### config.mk
export PLATFORM = sky130hd
export DESIGN_NAME = note_arbiter
export DESIGN_NICKNAME = d
export VERILOG_FILES = /design/src/rtl/note_pkg.sv /design/src/rtl/note_stack.sv /design/src/rtl/note_arbiter.sv
export SDC_FILE = /design/constraint.sdc
export NUM_CORES = 1
export LEC_CHECK = 0
export CORE_MARGIN = 2
export CORE_UTILIZATION = 40
export DETAILED_ROUTE_END_ITERATION = 8
export HOLD_SLACK_MARGIN = 0.1
export PLACE_DENSITY_LB_ADDON = 0.3
export SYNTH_ARGS = -nofsm -noshare
export SYNTH_HDL_FRONTEND = slang
export SYNTH_SLANG_ARGS = --single-unit
### constraint.sdc
create_clock -name clk -period 3 [get_ports clk]
set_input_delay 0.6 -clock clk [delete_from_list [all_inputs] [get_ports clk]]
set_output_delay 0.6 -clock clk [all_outputs]
set_load 0.05 [all_outputs]
### src/rtl/note_pkg.sv
// Shared types and constants for the monophonic note arbiter: key encoding,
// divider table, controller state and small helper functions.
package note_pkg;

  localparam int unsigned DIV_DO_DEF  = 23860;
  localparam int unsigned DIV_RE_DEF  = 21302;
  localparam int unsigned DIV_MI_DEF  = 18977;
  localparam int unsigned DIV_FA_DEF  = 17906;
  localparam int unsigned STACK_DEPTH = 4;

  typedef enum logic [1:0] {
    KEY_DO = 2'd0,
    KEY_RE = 2'd1,
    KEY_MI = 2'd2,
    KEY_FA = 2'd3
  } key_e;

  typedef enum logic [1:0] {
    IDLE,
    LOAD,
    PLAY,
    RELEASE
  } state_e;

  // Entry i holds the half-period divider of key i.
  typedef logic [3:0][31:0] div_table_t;

  function automatic logic [31:0] key2div(input logic [1:0] idx, input div_table_t tab);
    return tab[idx];
  endfunction

  function automatic logic [1:0] lowest_idx(input logic [3:0] mask);
    lowest_idx = 2'd0;
    for (int i = 3; i >= 0; i--) begin
      if (mask[i]) lowest_idx = 2'(i);
    end
  endfunction

endpackage

### src/rtl/note_stack.sv
// Last-note-priority stack: push to the top, remove any key by value with the
// entries above it shifting down. Each key is present at most once.
module note_stack
  import note_pkg::*;
(
  input  logic       clk,
  input  logic       rst,
  input  logic       push,
  input  logic [1:0] push_key,
  input  logic       remove,
  input  logic [1:0] remove_key,
  output logic [1:0] top,
  output logic [2:0] count
);

  logic [1:0] entries [STACK_DEPTH];
  logic       hit;
  logic [2:0] hit_pos;

  // NOTE: every variable assigned in always_comb gets a default first so no latch is inferred.
  always_comb begin
    hit     = 1'b0;
    hit_pos = 3'd0;
    for (int i = 0; i < STACK_DEPTH; i++) begin
      if (!hit && (3'(i) < count) && (entries[i] == remove_key)) begin
        hit     = 1'b1;
        hit_pos = 3'(i);
      end
    end
    top = (count != 3'd0) ? entries[2'(count - 3'd1)] : 2'd0;
  end

  // NOTE: the entry array is not reset; count alone defines which entries are meaningful.
  always_ff @(posedge clk) begin
    if (push && (count < 3'(STACK_DEPTH))) begin
      entries[count[1:0]] <= push_key;
    end else if (remove && hit) begin
      for (int i = 0; i < STACK_DEPTH - 1; i++) begin
        if (3'(i) >= hit_pos) entries[i] <= entries[i+1];
      end
    end
  end

  // NOTE: sequential state is updated with non-blocking assignments only.
  always_ff @(posedge clk) begin
    if (rst) begin
      count <= 3'd0;
    end else if (push && (count < 3'(STACK_DEPTH))) begin
      count <= count + 3'd1;
    end else if (remove && hit) begin
      count <= count - 3'd1;
    end
  end

endmodule

### src/rtl/note_arbiter.sv
// Monophonic voice controller: newest held key wins, its divider is handed to
// the tone generator over valid/ready, and the gate has a release tail.
module note_arbiter
  import note_pkg::*;
#(
  parameter int unsigned DIV_DO      = DIV_DO_DEF,
  parameter int unsigned DIV_RE      = DIV_RE_DEF,
  parameter int unsigned DIV_MI      = DIV_MI_DEF,
  parameter int unsigned DIV_FA      = DIV_FA_DEF,
  parameter int unsigned RELEASE_CYC = 125000
) (
  input  logic        clk,
  input  logic        rst,
  input  logic [3:0]  btn_stable,
  input  logic        div_ready,
  output logic [31:0] div_out,
  output logic        div_valid,
  output logic        gate,
  output logic        retrig,
  output logic [1:0]  active_key
);

  localparam div_table_t DIV_TAB = {32'(DIV_FA), 32'(DIV_MI), 32'(DIV_RE), 32'(DIV_DO)};

  logic [3:0]  btn_prev, pend_press, pend_rel;
  logic [3:0]  press_edge, rel_edge, ev_mask, nxt_press, nxt_rel, cancel;
  logic        do_remove, do_push;
  logic [1:0]  ev_key, target, load_key;
  logic [2:0]  count;
  logic        has_note;
  logic [31:0] rel_cnt;
  state_e      state;

  // Releases drain before presses, lowest key first; a key with both a press
  // and a release outstanding has its event cancelled entirely.
  always_comb begin
    press_edge = btn_stable & ~btn_prev;
    rel_edge   = ~btn_stable & btn_prev;
    do_remove  = |pend_rel;
    do_push    = !do_remove && (|pend_press);
    ev_key     = do_remove ? lowest_idx(pend_rel) : lowest_idx(pend_press);
    ev_mask    = (do_remove || do_push) ? (4'b0001 << ev_key) : 4'b0000;
    nxt_rel    = (pend_rel & ~(do_remove ? ev_mask : 4'b0000)) | rel_edge;
    nxt_press  = (pend_press & ~(do_push ? ev_mask : 4'b0000)) | press_edge;
    cancel     = nxt_press & nxt_rel;
    has_note   = (count != 3'd0);
  end

  always_ff @(posedge clk) begin
    if (rst) begin
      btn_prev   <= 4'd0;
      pend_press <= 4'd0;
      pend_rel   <= 4'd0;
    end else begin
      btn_prev   <= btn_stable;
      pend_press <= nxt_press & ~cancel;
      pend_rel   <= nxt_rel & ~cancel;
    end
  end

  note_stack u_stack (
    .clk        (clk),
    .rst        (rst),
    .push       (do_push),
    .push_key   (ev_key),
    .remove     (do_remove),
    .remove_key (ev_key),
    .top        (target),
    .count      (count)
  );

  // div_out/load_key are captured only on entry to LOAD, so the offered divider
  // stays stable for the whole handshake even if the target moves meanwhile.
  always_ff @(posedge clk) begin
    if (rst) begin
      state      <= IDLE;
      div_out    <= 32'd0;
      div_valid  <= 1'b0;
      gate       <= 1'b0;
      retrig     <= 1'b0;
      active_key <= 2'd0;
      load_key   <= 2'd0;
      rel_cnt    <= 32'd0;
    end else begin
      retrig <= 1'b0;
      case (state)
        IDLE: begin
          if (has_note) begin
            state     <= LOAD;
            div_valid <= 1'b1;
            div_out   <= key2div(target, DIV_TAB);
            load_key  <= target;
          end
        end
        LOAD: begin
          if (div_valid && div_ready) begin
            active_key <= load_key;
            gate       <= 1'b1;
            retrig     <= 1'b1;
            if (!has_note) begin
              state     <= RELEASE;
              div_valid <= 1'b0;
              rel_cnt   <= 32'(RELEASE_CYC);
            end else if (target != load_key) begin
              div_out  <= key2div(target, DIV_TAB);
              load_key <= target;
            end else begin
              state     <= PLAY;
              div_valid <= 1'b0;
            end
          end
        end
        PLAY: begin
          if (!has_note) begin
            state   <= RELEASE;
            rel_cnt <= 32'(RELEASE_CYC);
          end else if (target != active_key) begin
            state     <= LOAD;
            div_valid <= 1'b1;
            div_out   <= key2div(target, DIV_TAB);
            load_key  <= target;
          end
        end
        RELEASE: begin
          if (has_note) begin
            state     <= LOAD;
            div_valid <= 1'b1;
            div_out   <= key2div(target, DIV_TAB);
            load_key  <= target;
          end else if (rel_cnt == 32'd0) begin
            state <= IDLE;
            gate  <= 1'b0;
          end else begin
            rel_cnt <= rel_cnt - 32'd1;
          end
        end
        default: state <= IDLE;
      endcase
    end
  end

endmodule
m2.png
Cells faint in the background.
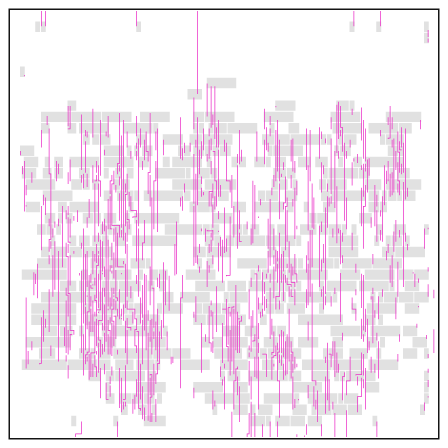
wire length on this layer	3840 um
longest straight run	28.9 um
share of all routed wire	48%
main direction	vertical
final WL: 8.07 mm
GR Util met2: 0.270
DR vias: 3123

ff_map.png
Other sequential cells in the stronger grey, the rest of the logic in the fainter grey.
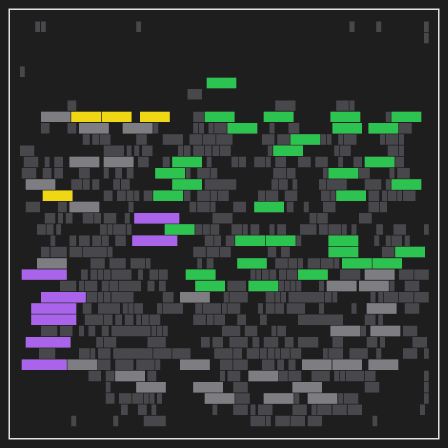
name in the netlist	colour	sequential cells
u_stack.entries	purple	8
rel_cnt	green	32
pend_rel	yellow	4
FF/Latch Area: 1520 um^2
Post-Route Utilization: 0.458
Seq area share: 0.343
seq pwr: 1.42 mW

congestion_map.png
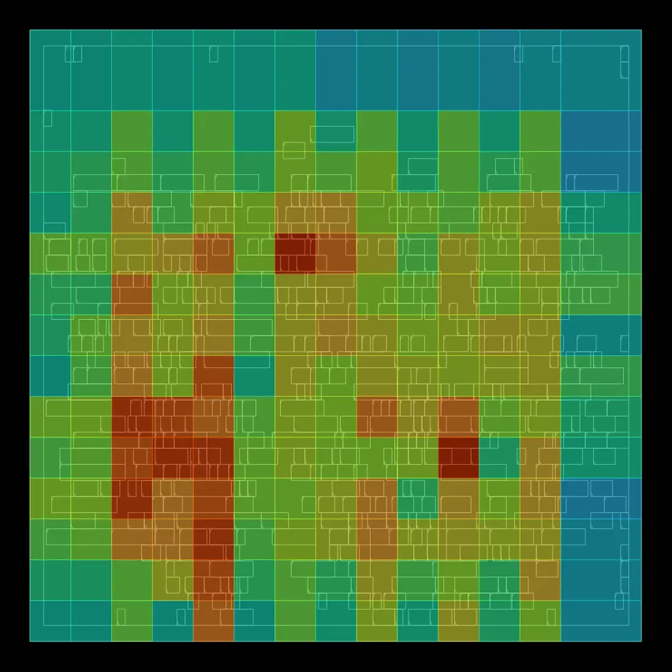
met3 Use GR: 0.0430
GR Util met1: 0.193
Global Route Usage Sum: 0.161
global route hottest layer: met2

==> results.sh <==
# flow metrics
export IMPL_antenna_found_initial=0
export IMPL_ctsHoldBuffers=0
export IMPL_cts_sinks=72
export IMPL_first_global_vias=2919
export IMPL_syn_area_um2=3950
export IMPL_coreArea_um2=9680
export IMPL_end_kind="register"
export IMPL_status="finished clean"
export IMPL_rr_worst_depth=9
export IMPL_io_pins=44
export IMPL_leakagePower_nw=1.69
export IMPL_cts_setup_buffers=0
export IMPL_htreeDepth=3
export IMPL_synthDistinctLibCells=71
export IMPL_syn_inst=441
export IMPL_clockBufferDepth=2
export IMPL_drtPass1Iterations=4
export IMPL_die_w_um=103
export IMPL_rows=36
export IMPL_worst_pin_slew_ns=0.649
export IMPL_chipArea_um2=10700
export IMPL_p_clk_uw=748
export IMPL_ys_top_cells_by_count="nor2_1, dfxtp_1, buf_4"
export IMPL_crit_family="multiplexers"
export IMPL_gp_congestion=0.934
export IMPL_tns_ns=0
export IMPL_p_int_mw=2.50
export IMPL_clk_pin_slew_ns=0.08
export IMPL_ys_seq_frac=0.386
export IMPL_largest_register="rel_cnt"
export IMPL_finalHoldViolations=0
export IMPL_crit_type="reg2reg"
export IMPL_largest_area_cell="dfxtp_1"
export IMPL_fmax_mhz=367
export IMPL_crit_cells=9
export IMPL_ys_cells=441
export IMPL_hp_class="reg2reg"
export IMPL_slowest_delay_ns=0.50
export IMPL_swShare=0.437
export IMPL_fin_crit_ns=2.73
export IMPL_cts_tree="done"
export IMPL_r2r_slack_ns=0.27
export IMPL_r2r_end="div_out[0]"
export IMPL_r2r_start="u_stack.count[0]"
export IMPL_routed_via_density=5.18
export IMPL_synth_area_yosys_um2=3950
export IMPL_synthMuxAreaShare=0.0479
export IMPL_cts_resized=0
through the flow:
stage                     hold slack, ns  instance area, um^2  worst slack [ns]  instances
after floorplan                    0.457                 4010             0.475        459
after global placement             0.468                 4240             0.230        587
after detailed placement           0.486                 4240             0.181        587
after CTS                          0.505                 4430             0.251        603
after global routing               0.527                 4440            0.0428        603
final                              0.498                 4440             0.274        603
layout make-up:
type | instances | area, um^2 | area share
multi-input cells | 331 | 2190 | 0.493
flip-flops and latches | 72 | 1520 | 0.343
repair buffers | 33 | 308 | 0.0694
well taps | 133 | 166 | 0.0375
clock buffers | 10 | 128 | 0.0288
inverters | 18 | 67.6 | 0.0152
clock inverters | 6 | 60.1 | 0.0135
per-layer routing:
metal	vias up	wire [um]
met5	-	0
met4	0	195
met3	18	313
met2	72	3840
met1	1473	3720
li1	1560	-
Power and IR drop assume default switching activity.
